===== src/rtl/seq_mult.sv =====
// seq_mult: iterative shift-add multiplier, signed or unsigned, with valid/ready handshakes.
// It retires K bits of A per clock, so a product takes N/K cycles in BUSY.
//
// Ports:
//   clk        rising-edge clock
//   rst        asynchronous, active-high reset
//   in_valid   operands A, B and sgn are presented
//   in_ready   block can accept operands (high only in IDLE)
//   A          multiplier operand, N bits
//   B          multiplicand operand, M bits
//   sgn        1 = two's-complement operands, 0 = unsigned; sampled with the operands
//   out_valid  O holds a completed product (high only in DONE)
//   out_ready  consumer accepts O
//   O          product, N+M bits; held until the next product completes
module seq_mult #(
    parameter int unsigned N = 8,
    parameter int unsigned M = N,
    parameter int unsigned K = 1
) (
    input  logic             clk,
    input  logic             rst,
    input  logic             in_valid,
    output logic             in_ready,
    input  logic [N-1:0]     A,
    input  logic [M-1:0]     B,
    input  logic             sgn,
    output logic             out_valid,
    input  logic             out_ready,
    output logic [N+M-1:0]   O
);

    localparam int unsigned W     = N + M;
    localparam int unsigned STEPS = N / K;
    localparam int unsigned CW    = $clog2(STEPS + 1);

    typedef enum logic [1:0] {
        IDLE,
        BUSY,
        DONE
    } state_t;

    state_t          state;
    logic [N-1:0]    a_sh;     // remaining digits of A, current digit in the low K bits
    logic [W-1:0]    b_sh;     // extended B, pre-shifted to the current digit position
    logic [W-1:0]    acc;
    logic [W-1:0]    acc_nxt;
    logic [CW-1:0]   cnt;
    logic            sgn_r;
    logic            last_c;
    logic [K-1:0]    digit;

    // The final step carries bit N-1 of A, which has negative weight in signed mode.
    assign last_c = (cnt == CW'(1));

    // Accumulate one K-bit digit: each set bit adds B shifted by its position.
    always_comb begin
        acc_nxt = acc;
        digit   = a_sh[K-1:0];
        for (int unsigned i = 0; i < K; i++) begin
            if (digit[0]) begin
                if (sgn_r && last_c && (i == K - 1)) begin
                    acc_nxt = acc_nxt - (b_sh << i);
                end else begin
                    acc_nxt = acc_nxt + (b_sh << i);
                end
            end
            digit = digit >> 1;
        end
    end

    // Control FSM and datapath registers; in_ready/out_valid are registered state decodes.
    always_ff @(posedge clk or posedge rst) begin
        if (rst) begin
            state     <= IDLE;
            in_ready  <= 1'b1;
            out_valid <= 1'b0;
            O         <= '0;
            acc       <= '0;
            cnt       <= '0;
            a_sh      <= '0;
            b_sh      <= '0;
            sgn_r     <= 1'b0;
        end else begin
            case (state)
                IDLE: begin
                    if (in_valid) begin
                        a_sh     <= A;
                        b_sh     <= {{N{sgn & B[M-1]}}, B};
                        sgn_r    <= sgn;
                        acc      <= '0;
                        cnt      <= CW'(STEPS);
                        in_ready <= 1'b0;
                        state    <= BUSY;
                    end
                end
                BUSY: begin
                    acc  <= acc_nxt;
                    a_sh <= a_sh >> K;
                    b_sh <= b_sh << K;
                    cnt  <= cnt - CW'(1);
                    if (last_c) begin
                        O         <= acc_nxt;
                        out_valid <= 1'b1;
                        state     <= DONE;
                    end
                end
                DONE: begin
                    if (out_ready) begin
                        out_valid <= 1'b0;
                        in_ready  <= 1'b1;
                        state     <= IDLE;
                    end
                end
                default: begin
                    state     <= IDLE;
                    in_ready  <= 1'b1;
                    out_valid <= 1'b0;
                end
            endcase
        end
    end

endmodule

===== config.mk =====
export PLATFORM = sky130hd
export DESIGN_NAME = seq_mult
export DESIGN_NICKNAME = d
export VERILOG_FILES = /design/src/rtl/seq_mult.sv
export SDC_FILE = /design/constraint.sdc
export NUM_CORES = 1
export LEC_CHECK = 0
export ABC_CLOCK_PERIOD_IN_PS = 6220
export CORE_MARGIN = 4
export CORE_UTILIZATION = 60
export DETAILED_ROUTE_END_ITERATION = 6
export DONT_BUFFER_PORTS = 1
export HOLD_SLACK_MARGIN = 0.1
export PLACE_DENSITY_LB_ADDON = 0.1
export SYNTH_ARGS = -nofsm -noshare
export SYNTH_HDL_FRONTEND = slang
export SYNTH_SLANG_ARGS = --single-unit

===== constraint.sdc =====
create_clock -name clk -period 6.22 [get_ports clk]
set_input_delay 1.244 -clock clk [delete_from_list [all_inputs] [get_ports clk]]
set_output_delay 1.244 -clock clk [all_outputs]
set_load 0.005 [all_outputs]

**Run 1: the metal 1 layer**

Bar = 20 microns. Cells faint in the background.
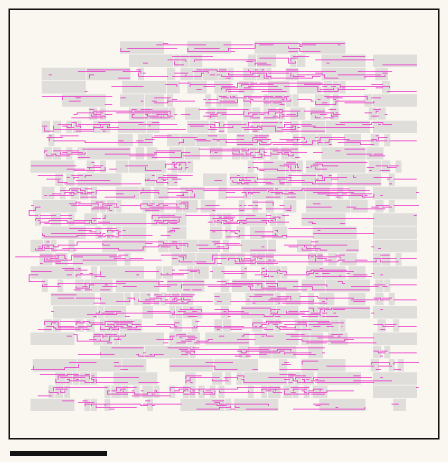
longest straight run	24.4 microns
main direction	horizontal

**Run 1: M2 wires**

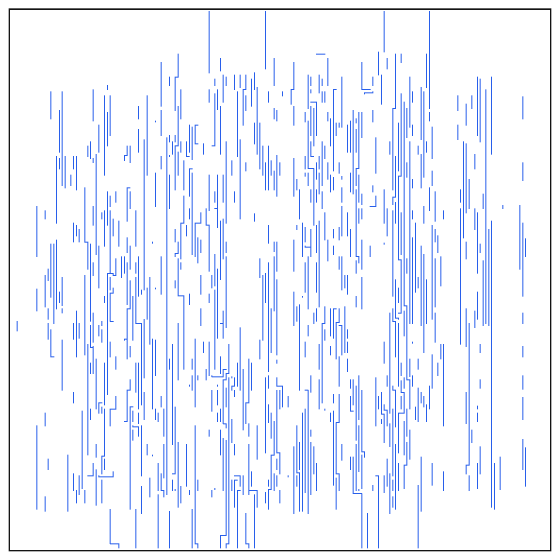
main direction	vertical
nets with wire on the layer	376
longest straight run	58.1 microns
wire length on this layer	3440 microns
via total after detailed routing: 3019
Routed WL: 7.93 mm
met2 Track Usage GR: 0.342

**Run 1: M3 wires**

Bar = 20 microns.
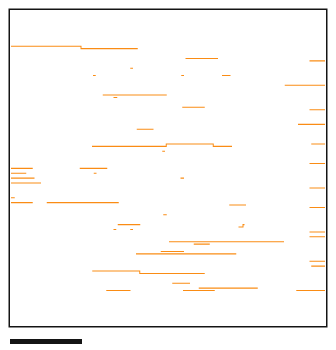
longest straight run	31.7 microns
main direction	horizontal
nets with wire on the layer	38
share of all routed wire	4.9%
wire length on this layer	390 microns
met3 Use GR: 0.0480

==> flow_metrics.rpt, run 1 <==
FLOW METRICS REPORT
----------------------------------------------------
[Die]
  FP Core Util ........................ 0.633
  Well Taps ........................ 75
  Total die size ........................ 0.00773 sq mm
  Horizontal die size ........................ 87.9 microns
  # IOs ........................ 39

[Worst hold path]
  Worst hold path startpoint ........................ a_sh[7]

[Critical path]
  Length in cells of the worst reg-to-reg path ........................ 13
  Reg-to-Reg End ........................ O[12]
  Endpoint required time on the critical path ........................ 6.51 ns
  Worst setup path startpoint ........................ cnt[1]
  Class of the most critical setup path ........................ flip-flop to flip-flop
  Number of buffer and inverter stages on the critical path ........................ 1
  Crit path arrival time ........................ 4.22 ns
  CP Launch Type ........................ flip-flop
  CP max stage cell ........................ sky130_fd_sc_hd__a311oi_1

[Yosys]
  Count of different cell masters after synthesis ........................ 48
  Yosys Warn Count ........................ 0
  Post-synth design cell area ........................ 0.00383 sq mm
  Xor/xnor cell area share of the yosys netlist ........................ 0.0636
  Mux contribution to synthesized area ........................ 0.0326
  Async set-or-reset flop fraction in the synthesized netlist ........................ 1.00
  Gate count of the mapped netlist ........................ 436
  Flops after synth ........................ 65
  Most area-hungry cell type in the Yosys netlist ........................ sky130_fd_sc_hd__dfrtp_1

[Cells and area]
  Final standard cell area without fillers ........................ 0.00406 sq mm
  Sequential cell area ........................ 0.00163 sq mm
  Seq_cells ........................ 65
  Proportion of layout cells with a drive suffix above 1 ........................ 0.0670
  Layout Nets ........................ 468
  Clock tree buffer count of the final layout ........................ 14
  Area added between synthesis and finish ........................ 5.87%
  Buffers outside the clock class ........................ 3
  Signal inverters ........................ 14

[Run]
  Max Cap Violations ........................ 0
  Tool warning count ........................ 27

[Timing]
  Unrepaired setup endpoints after global routing ........................ false
  Final critical-path share of the clock period ........................ 0.632
  Final total negative setup slack ........................ 0 ns
  Final worst setup slack ........................ 2.29 ns
  Highest attainable clock frequency ........................ 254 MHz
  Post-Route Hold Slack ........................ 0.498 ns
  Number of setup violations in the final report ........................ 0

[Global routing]
  Maximum number of pins on one net before global-route repair ........................ 66
  Number of antenna violations at the first check in global routing ........................ 0

[Run status]
  Result of the run ........................ completed

[Clock network]
  Number of buffers inserted during clock tree synthesis ........................ 9
  Root Buffer Master ........................ sky130_fd_sc_hd__clkbuf_8
  Sink Count ........................ 65
  CTS tree ........................ built
  Clock H-tree levels ........................ 3
  Clock latency on the worst-skew pair ........................ 0.35 ns
  Number of instances resized during post-cts repair ........................ 0
  Post-CTS clock slew at the launch and capture registers of the worst setup and hold paths ........................ 0.07 ns
  Setup Buffers After CTS ........................ 0

[Detailed routing]
  Starting DRC count in detailed routing ........................ 161
  Count of antenna-violating nets left after detailed routing ........................ 0

[Place]
  Placed instance area ........................ 0.00387 sq mm

----------------------------------------------------
## run 1: worst max-delay path by stage
stage,slack (ns),depth (start not counted),endpoint
finish,2.29,13,O[12]
global route,1.82,15,acc[15]
CTS,2.32,13,O[12]
detailed placement,2.33,13,O[12]
global placement,2.46,13,O[12]
floorplan,2.82,15,acc[15]
## run 1: flip-flops by register name, indices dropped and copies added (netlist names)
signal	flops
out_valid	1
sgn_r	1
in_ready	1
a_sh	8
cnt	4
state	2
O	16
b_sh	16
acc	16
## run 1: layer usage
metal | vias to the layer above | track usage | wire [microns]
li1 | 1509 | - | -
met1 | 1421 | 0.321 | 3840
met2 | 70 | 0.342 | 3440
met3 | 19 | 0.0480 | 389
met4 | 0 | 0.109 | 251
met5 | - | 0 | 0
==> inputs of run 2 (changes only) <==
- ABC_CLOCK_PERIOD_IN_PS: 6220 -> 3300
- CORE_UTILIZATION: 60 -> 58
- clock period: 6.22 -> 3.3 ns (I/O delays scaled with it)
**Run 2: clock routing**

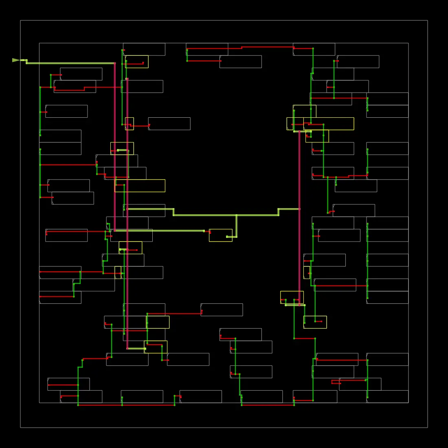
clock latency on the worst-skew pair: 0.35 ns
seq_cells: 65

==> run 2 against run 1 <==
Against the previous run:
- sequential share of layout area decreased by 4.2 points
- sequential cell count did not move
- routed wire length grew 11%
- critical path type unchanged
- highest routed layer unchanged
==> flow_metrics.rpt, run 2 <==
FLOW METRICS REPORT
----------------------------------------------------
[Run status]
  Result of the run ........................ completed

[Yosys]
  Most common library cells after synthesis ........................ sky130_fd_sc_hd__nand2_1 (84), sky130_fd_sc_hd__dfrtp_1 (64), sky130_fd_sc_hd__o21ai_0 (50)
  Post-synthesis cell count from yosys ........................ 436
  Share of synthesized cell area in full adder, half adder and majority cells ........................ 0.0640
  Most area-hungry cell type in the Yosys netlist ........................ sky130_fd_sc_hd__dfrtp_1
  Complex-gate fraction of the synthesized area ........................ 0.201
  Post-synthesis simple-gate area fraction ........................ 0.178
  Avg Synthesized Cell Area ........................ 8.79 sq um
  Most common cell in the synthesized netlist ........................ sky130_fd_sc_hd__nand2_1
  Largest family of logic cells by area ........................ AND-OR/OR-AND gates
  Count of different cell masters after synthesis ........................ 48 (unchanged)
  Yosys Warn Count ........................ 0 (unchanged)
  Flops after synth ........................ 65 (unchanged)
  Primary FF master, synth ........................ sky130_fd_sc_hd__dfrtp_1
  Nets in the synthesized netlist ........................ 476
  Gate count of the mapped netlist ........................ 436 (unchanged)
  Main area contributors after synthesis ........................ sky130_fd_sc_hd__dfrtp_1 (42%), sky130_fd_sc_hd__nand2_1 (8.2%), sky130_fd_sc_hd__o21ai_0 (6.5%), sky130_fd_sc_hd__ha_1 (5.9%), sky130_fd_sc_hd__a21oi_1 (3.5%)
  Area reported by Yosys stat ........................ 0.00383 sq mm
  Sequential-to-total area share from yosys stat ........................ 0.425
  Fraction of synthesized cell area taken by the top area cell type ........................ 0.418
  Async set-or-reset flop fraction in the synthesized netlist ........................ 1.00 (unchanged)
  Post-synth design cell area ........................ 0.00383 sq mm (unchanged)
  Mux contribution to synthesized area ........................ 0.0326 (unchanged)
  Xor/xnor cell area share of the yosys netlist ........................ 0.0636 (unchanged)
  Number of flops mapped to enable cells by yosys ........................ 0

[Timing]
  Post-Route Hold Slack ........................ 0.209 ns (-0.289 ns)
  Highest attainable clock frequency ........................ 305 MHz (+20%)
  Max Transition Viols Final ........................ 0
  Final total negative setup slack ........................ 0 ns (unchanged)
  Hold Vio Cnt, Final ........................ 0
  Relative slew margins ........................ 0.439
  Unrepaired setup endpoints after global routing ........................ true
  Crit path time final ........................ 3.28 ns
  Final worst setup slack ........................ 0.0214 ns (-2.27 ns)
  Clock Skew ........................ 0.0109 ns
  Number of setup violations in the final report ........................ 0 (unchanged)
  Final critical-path share of the clock period ........................ 0.994 (+0.361)
  Transition time at the pin with the least slew margin ........................ 0.839 ns

[Die]
  Chip height ........................ 89.3 microns
  # IOs ........................ 39 (unchanged)
  Number of placement rows ........................ 29
  Total die size ........................ 0.00797 sq mm (+3.1%)
  Area of the placeable core ........................ 0.00639 sq mm
  FP Core Util ........................ 0.600 (-0.0322)
  Horizontal die size ........................ 89.3 microns (+1.6%)

[Run]
  Max Cap Violations ........................ 0 (unchanged)
  Tool warning count ........................ 29 (+7.4%)

[Clock network]
  Post-CTS Hold Fix Bufs ........................ 0
  Root Buffer Master ........................ sky130_fd_sc_hd__clkbuf_8
  Number of buffers inserted during clock tree synthesis ........................ 9 (unchanged)
  CTS tree ........................ built
  CTS Buffer Depth ........................ 2
  Clock H-tree levels ........................ 3 (unchanged)
  Post-CTS clock slew at the launch and capture registers of the worst setup and hold paths ........................ 0.07 ns (about the same)
  Setup Buffers After CTS ........................ 3 (+3)
  Number of instances resized during post-cts repair ........................ 9 (+9)
  Sink Count ........................ 65 (unchanged)

[Critical path]
  Number of buffer and inverter stages on the critical path ........................ 0 (-1)
  Crit path arrival time ........................ 3.51 ns (-0.71 ns)
  CP endpoint ........................ acc[15]
  Worst setup path startpoint ........................ b_sh[3]
  Slowest stage delay, CP ........................ 0.39 ns
  Endpoint required time on the critical path ........................ 3.53 ns (-2.98 ns)
  Reg-to-reg critical path startpoint ........................ b_sh[3]
  Endpoint kind of the worst setup timing path ........................ flip-flop
  Most frequent CP cell ........................ sky130_fd_sc_hd__or3_4
  Logic depth of the worst setup path including buffers ........................ 12 (-1)
  Class of the most critical setup path ........................ flip-flop to flip-flop
  CP Cell Sequence ........................ or3_4, or3_4, or3_4, o31ai_4, xor2_1, ha_1, nor2b_4, o21ai_2, o211ai_1, xnor2_2, a32o_1, a31o_1
  Cell type group with the largest total delay on the critical path ........................ simple AND/OR/NAND/NOR gates
  Maximum fanout count along the critical path ........................ 3
  Reg-to-Reg End ........................ acc[15]
  CP max stage cell ........................ sky130_fd_sc_hd__or3_4
  Slack of the worst reg-to-reg path ........................ 0.02 ns
  Length in cells of the worst reg-to-reg path ........................ 12 (-1)
  CP Launch Type ........................ flip-flop

[Cells and area]
  Non-Filler Instances ........................ 549
  Layout Nets ........................ 507 (+8.3%)
  Antenna diodes ........................ 0
  Proportion of layout cells with a drive suffix above 1 ........................ 0.195 (+0.128)
  Highest-count logic cell in the final layout ........................ sky130_fd_sc_hd__nand2_1
  Area added between synthesis and finish ........................ 18.4%
  Number of fillers in the final layout ........................ 487
  Utilization of the core after routing ........................ 0.711
  Registers with the most flip-flops ........................ O (16), acc (16), b_sh (16)
  Final standard cell area without fillers ........................ 0.00454 sq mm (+12%)
  Most frequent cells in the layout ........................ sky130_fd_sc_hd__nand2_1 (82), sky130_fd_sc_hd__dfrtp_1 (64), sky130_fd_sc_hd__buf_4 (42), sky130_fd_sc_hd__o21ai_0 (41), sky130_fd_sc_hd__nor2_1 (27)

[Detailed routing]
  Highest metal layer with signal wires ........................ met4
  Wire length on met1 ........................ 4.23 mm (+10%)
  Remaining design rule violation count ........................ 0
  Starting DRC count in detailed routing ........................ 162 (+0.62%)
  Met2 wire length ........................ 4.13 mm (+20%)
  Drt pass-1 iters ........................ 5
  Number of vias per cell after detailed routing ........................ 5.82
  Wire length on met3 ........................ 289 microns (-26%)
  Count of antenna-violating nets left after detailed routing ........................ 0 (unchanged)
  Post-detailed-route wirelength per cell ........................ 16.1 microns

[Place]
  Final weighted congestion in routability-driven placement ........................ 0.903
  Placed instance area ........................ 0.00412 sq mm (+6.4%)
  Cell count after placement ........................ 526
  Minimum setup slack after placement ........................ -0.0519 ns
  Half-perimeter wire length after detailed placement ........................ 6.25 mm
  PortBufs ........................ 0

[Global routing]
  Most used routing layer in global routing ........................ met2
  Number of global-route vias before repair ........................ 3061
  Maximum number of pins on one net before global-route repair ........................ 34 (-48%)
  Number of antenna violations at the first check in global routing ........................ 0 (unchanged)
  Met3 Use GR ........................ 0.0461 (-0.00189)
  Final global-route overflow total ........................ 0
  GRT Total Usage ........................ 0.239
  Global-route wire length before repair ........................ 14.5 mm
  Met1 track utilization from global routing ........................ 0.324 (+0.00268)

[Worst hold path]
  Classification of the worst-slack hold path ........................ input pin to asynchronous set/reset pin

----------------------------------------------------
**Run 2: M2 wires**

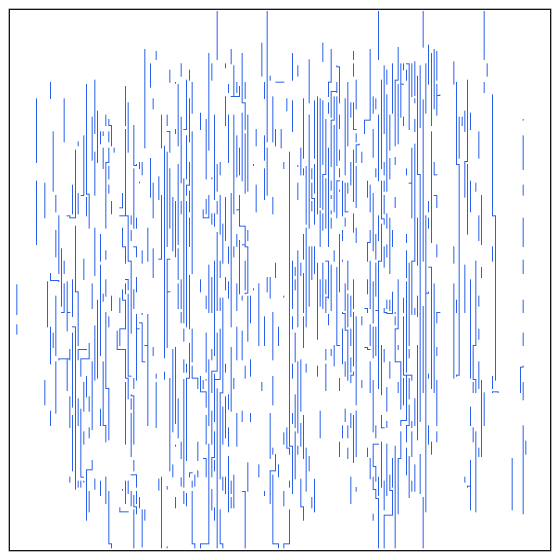
main direction	vertical
wire length on this layer	4130 microns
nets with wire on the layer	409
share of all routed wire	47%
longest straight run	49.0 microns
met2 Track Usage GR: 0.375
via total after detailed routing: 3197
Routed WL: 8.82 mm

[run 2: cell counts after synthesis]
No cell type changed its count.
[run 2: cell type report]
cell class / count / area, sq um / share of cell area
well taps: 77 / 96.3 / 0.0212
clock inverters: 3 / 65.1 / 0.0143
clock buffers: 13 / 149 / 0.0328
flip-flops and latches: 65 / 1630 / 0.359
inverters: 14 / 52.6 / 0.0116
repair buffers: 42 / 315 / 0.0695
multi-input cells: 335 / 2230 / 0.492
